**config.mk**
```make
export PLATFORM = sky130hd
export DESIGN_NAME = ac_motor_pwm_core
export DESIGN_NICKNAME = d
export VERILOG_FILES = /design/src/rtl/ac_motor_pwm_core.sv
export SDC_FILE = /design/constraint.sdc
export NUM_CORES = 2
export LEC_CHECK = 0
export CAP_MARGIN = 20
export CORE_ASPECT_RATIO = 1.4
export CORE_MARGIN = 1.5
export CORE_UTILIZATION = 40
export CTS_BUF_LIST = sky130_fd_sc_hd__clkbuf_8 sky130_fd_sc_hd__clkbuf_16
export DETAILED_ROUTE_END_ITERATION = 10
export GPL_TIMING_DRIVEN = 1
export SYNTH_ARGS = -nofsm -noshare
export SYNTH_HDL_FRONTEND = slang
export SYNTH_MEMORY_MAX_BITS = 65536
export SYNTH_SLANG_ARGS = --single-unit
```
**constraint.sdc**
```tcl
create_clock -name clk -period 15.8 [get_ports clk]
set_clock_uncertainty 0.05 [all_clocks]
set_input_delay 3.95 -clock clk [delete_from_list [all_inputs] [get_ports clk]]
set_output_delay 3.95 -clock clk [all_outputs]
set_load 0.05 [all_outputs]
```
**src/rtl/ac_motor_pwm_core.sv**
```systemverilog
// Single-phase sine-triangle PWM core: triangle carrier, 3-phase sine reference, H-bridge comparator.
// Optional dead time on the bridge enables when AC_MOTOR_DEADTIME_EN is defined.
//
// Triangle FSM
//   state     | meaning
//   TRI_START | first clk after reset: carrier held at valley, lock asserted
//   TRI_UP    | carrier rising by TRI_STEP per clk
//   TRI_DOWN  | carrier falling by TRI_STEP per clk
module ac_motor_pwm_core #(
   parameter int TRI_PEAK    = 2**23,
   parameter int TRI_STEP    = 8192,
   parameter int PH2_OFS     = 21845,
   parameter int PH3_OFS     = 43691,
   parameter int DEAD_CYCLES = 4
) (
   input  logic               clk,
   input  logic               reset_n,
   input  logic               enable,
   input  logic               cw_in,
   input  logic               ccw_in,
   input  logic [12:0]        frequency,
   input  logic signed [12:0] amplitude,
   output logic               cw_out,
   output logic               ccw_out,
   output logic               lock,
   output logic signed [24:0] triangle,
   output logic signed [23:0] sine1,
   output logic signed [23:0] sine2,
   output logic signed [23:0] sine3,
   output logic               out1,
   output logic               out2,
   output logic               en1,
   output logic               en2
);

   localparam logic signed [24:0] PEAK = 25'(TRI_PEAK);
   localparam logic signed [24:0] STEP = 25'(TRI_STEP);
   localparam logic [15:0]        PH2  = 16'(PH2_OFS);
   localparam logic [15:0]        PH3  = 16'(PH3_OFS);

   typedef enum logic [1:0] {
      TRI_START,
      TRI_UP,
      TRI_DOWN
   } tri_state_t;

   tri_state_t         state_q;
   logic signed [24:0] tri_q;
   logic               lock_q;
   logic               lock_dly_q;
   logic               cw_q;
   logic               ccw_q;
   logic [15:0]        phase_q;
   logic signed [23:0] sine1_q;
   logic signed [23:0] sine2_q;
   logic signed [23:0] sine3_q;
   logic               out1_q;
   logic               out2_q;
   logic               en_q;

   // Quarter-wave table: round(2047 * sin(2*pi*k/256)), k = 0..63.
   function automatic logic [10:0] quarter_rom(input logic [5:0] k);
      logic [10:0] q;
      q = '0;
      case (k)
         6'd0:  q = 11'd0;
         6'd1:  q = 11'd50;
         6'd2:  q = 11'd100;
         6'd3:  q = 11'd151;
         6'd4:  q = 11'd201;
         6'd5:  q = 11'd251;
         6'd6:  q = 11'd300;
         6'd7:  q = 11'd350;
         6'd8:  q = 11'd399;
         6'd9:  q = 11'd449;
         6'd10: q = 11'd497;
         6'd11: q = 11'd546;
         6'd12: q = 11'd594;
         6'd13: q = 11'd642;
         6'd14: q = 11'd690;
         6'd15: q = 11'd737;
         6'd16: q = 11'd783;
         6'd17: q = 11'd830;
         6'd18: q = 11'd875;
         6'd19: q = 11'd920;
         6'd20: q = 11'd965;
         6'd21: q = 11'd1009;
         6'd22: q = 11'd1052;
         6'd23: q = 11'd1095;
         6'd24: q = 11'd1137;
         6'd25: q = 11'd1179;
         6'd26: q = 11'd1219;
         6'd27: q = 11'd1259;
         6'd28: q = 11'd1299;
         6'd29: q = 11'd1337;
         6'd30: q = 11'd1375;
         6'd31: q = 11'd1411;
         6'd32: q = 11'd1447;
         6'd33: q = 11'd1483;
         6'd34: q = 11'd1517;
         6'd35: q = 11'd1550;
         6'd36: q = 11'd1582;
         6'd37: q = 11'd1614;
         6'd38: q = 11'd1644;
         6'd39: q = 11'd1674;
         6'd40: q = 11'd1702;
         6'd41: q = 11'd1729;
         6'd42: q = 11'd1756;
         6'd43: q = 11'd1781;
         6'd44: q = 11'd1805;
         6'd45: q = 11'd1828;
         6'd46: q = 11'd1850;
         6'd47: q = 11'd1871;
         6'd48: q = 11'd1891;
         6'd49: q = 11'd1910;
         6'd50: q = 11'd1927;
         6'd51: q = 11'd1944;
         6'd52: q = 11'd1959;
         6'd53: q = 11'd1973;
         6'd54: q = 11'd1986;
         6'd55: q = 11'd1997;
         6'd56: q = 11'd2008;
         6'd57: q = 11'd2017;
         6'd58: q = 11'd2025;
         6'd59: q = 11'd2032;
         6'd60: q = 11'd2037;
         6'd61: q = 11'd2041;
         6'd62: q = 11'd2045;
         6'd63: q = 11'd2046;
         default: q = '0;
      endcase
      return q;
   endfunction

   // Index 64 (the crest) is not in the quarter table, so it is supplied directly.
   function automatic logic signed [11:0] sine_lut(input logic [7:0] idx);
      logic [5:0]  a;
      logic [10:0] mag;
      a = idx[5:0];
      if (idx[6]) mag = (a == 6'd0) ? 11'd2047 : quarter_rom(6'd0 - a);
      else        mag = quarter_rom(a);
      return idx[7] ? -$signed({1'b0, mag}) : $signed({1'b0, mag});
   endfunction

   function automatic logic signed [23:0] scale(input logic signed [12:0] amp,
                                                input logic [15:0] ph);
      logic signed [24:0] prod;
      prod = 25'(amp) * 25'(sine_lut(ph[15:8]));
      return prod[23:0];
   endfunction

   always_ff @(posedge clk) begin
      if (!reset_n) begin
         state_q <= TRI_START;
         tri_q   <= -PEAK;
         lock_q  <= 1'b0;
      end else begin
         lock_q <= 1'b0;
         case (state_q)
            TRI_START: begin
               state_q <= TRI_UP;
               lock_q  <= 1'b1;
            end
            TRI_UP: begin
               tri_q <= tri_q + STEP;
               if (tri_q + STEP >= PEAK) state_q <= TRI_DOWN;
            end
            TRI_DOWN: begin
               tri_q <= tri_q - STEP;
               if (tri_q - STEP <= -PEAK) begin
                  state_q <= TRI_UP;
                  lock_q  <= 1'b1;
               end
            end
            default: state_q <= TRI_START;
         endcase
      end
   end

   // Direction and phase advance once per carrier valley; sine follows one clk later.
   always_ff @(posedge clk) begin
      if (!reset_n) begin
         cw_q       <= 1'b0;
         ccw_q      <= 1'b0;
         phase_q    <= '0;
         lock_dly_q <= 1'b0;
         sine1_q    <= '0;
         sine2_q    <= '0;
         sine3_q    <= '0;
      end else begin
         lock_dly_q <= lock_q;
         if (lock_q) begin
            cw_q    <= cw_in & ~ccw_in;
            ccw_q   <= ccw_in & ~cw_in;
            phase_q <= phase_q + {3'b000, frequency};
         end
         if (lock_dly_q) begin
            sine1_q <= scale(amplitude, phase_q);
            sine2_q <= scale(amplitude, phase_q + PH2);
            sine3_q <= scale(amplitude, phase_q + PH3);
         end
      end
   end

   logic gt;
   logic bridge_on;
   logic out1_d;
   logic out2_d;
   logic en_d;

   assign gt        = $signed({sine1_q[23], sine1_q}) > tri_q;
   assign bridge_on = enable & (cw_q ^ ccw_q);
   assign out1_d    = bridge_on & (cw_q ? gt : ~gt);
   assign out2_d    = bridge_on & (cw_q ? ~gt : gt);

`ifdef AC_MOTOR_DEADTIME_EN
   logic [7:0] dead_q;
   logic [7:0] dead_d;

   // Down-counter reloaded on every out1 edge; enables return at terminal count.
   always_comb begin
      dead_d = dead_q;
      if (out1_d != out1_q)     dead_d = 8'(DEAD_CYCLES);
      else if (dead_q != 8'd0)  dead_d = dead_q - 8'd1;
   end

   assign en_d = bridge_on & (dead_d == 8'd0);

   always_ff @(posedge clk) begin
      if (!reset_n) dead_q <= '0;
      else          dead_q <= dead_d;
   end
`else
   assign en_d = bridge_on;
`endif

   always_ff @(posedge clk) begin
      if (!reset_n) begin
         out1_q <= 1'b0;
         out2_q <= 1'b0;
         en_q   <= 1'b0;
      end else begin
         out1_q <= out1_d;
         out2_q <= out2_d;
         en_q   <= en_d;
      end
   end

   assign triangle = tri_q;
   assign lock     = lock_q;
   assign cw_out   = cw_q;
   assign ccw_out  = ccw_q;
   assign sine1    = sine1_q;
   assign sine2    = sine2_q;
   assign sine3    = sine3_q;
   assign out1     = out1_q;
   assign out2     = out2_q;
   assign en1      = en_q;
   assign en2      = en_q;

endmodule

```
==> results.json <==
{
  "ys_warn_count": 0,
  "tap_cells": 1045,
  "post-synth-top-count-cell": "inv_1",
  "setup.worst_path.start": "phase_q[9]$_SDFFE_PN0P_",
  "cpLargestDelayFamily": "adder cells",
  "grt_pass1_vias": 29170,
  "crit_required_ns": 16.09,
  "slowest_stage": "xor2_1",
  "cts_tree": "built",
  "rows": 121,
  "setup_viol": 0,
  "post-dp-hpwl_mm": 77.6,
  "fin_crit_sh": 0.842,
  "clock_path_buffers": 2,
  "diodes": 0,
  "placed_cell_area_um2": 33700,
  "drc_errors": 0,
  "adder_share": 0.370,
  "fill_cells": 7902,
  "largestClassByArea": "multi-input combinational cells",
  "cts-root-buf": "clkbuf_16",
  "fmax_mhz": 75.2,
  "regArea_um2": 2410,
  "nMultiInputCombCells": 3060,
  "detail_route.iter0.violations": 2484,
  "relSlewSlack": 0.256,
  "die_width_um": 241,
  "ys_seq_share": 0.0760,
  "grt.busiest_layer": "met2",
  "holdPathStages": 2,
  "first_pass_iters": 6,
  "fin_ws_ns": 2.50,
  "core_region_area_um2": 78000,
  "ys_cells": 4023,
  "chipArea_um2": 80700,
  "antenna_left": 0,
  "ios": 135,
  "buf_share": 0.0535,
  "num_vias": 29014,
  "htree_levels": 4,
  "endpoint_kind": "register",
  "r2r_start": "phase_q[9]$_SDFFE_PN0P_",
  "report.final.slew_viol_count": 0,
  "logic_family": "adder cells",
  "rrSetupSlack_ns": 2.50,
  "overflow": 0,
  "wl_met1_mm": 41.0,
  "antenna_found_initial": 0,
  "grt_max_degree": 56,
  "fin_nets": 4688,
  "run_status": "complete, no violations",
  "worst_slew_pin_slew_ns": 1.11,
  "cts.clk_slew.worst_paths_ns": 0.07,
  "async_flop_share": 0,
  "grtUsageMet2": 0.444,
  "crit_cells": 40,
  "endpoint": "sine3[23]$_SDFFE_PN0P_"
}
**Clock distribution**

(1.5 px per um)
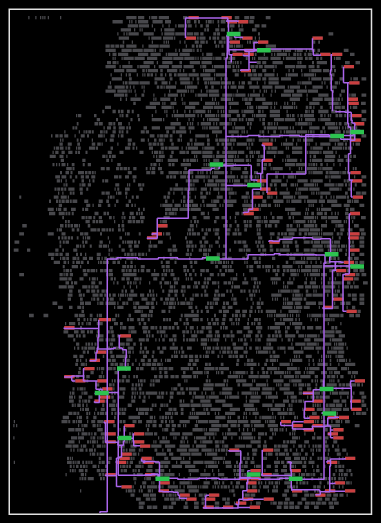
Key: green = clock drivers [count 17]; purple = clock wires [length 2690 um]; red = flip-flops [count 120]
Position of the flops: widely spread. There are 18 routed clock nets.

**Clock wiring as the flow saved it**

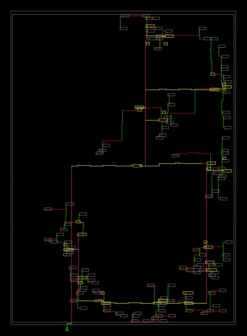
CTS buffer count: 17
clk_buf instances: 18
Late-Pin Clk Latency: 0.50 ns
Seq cells: 120

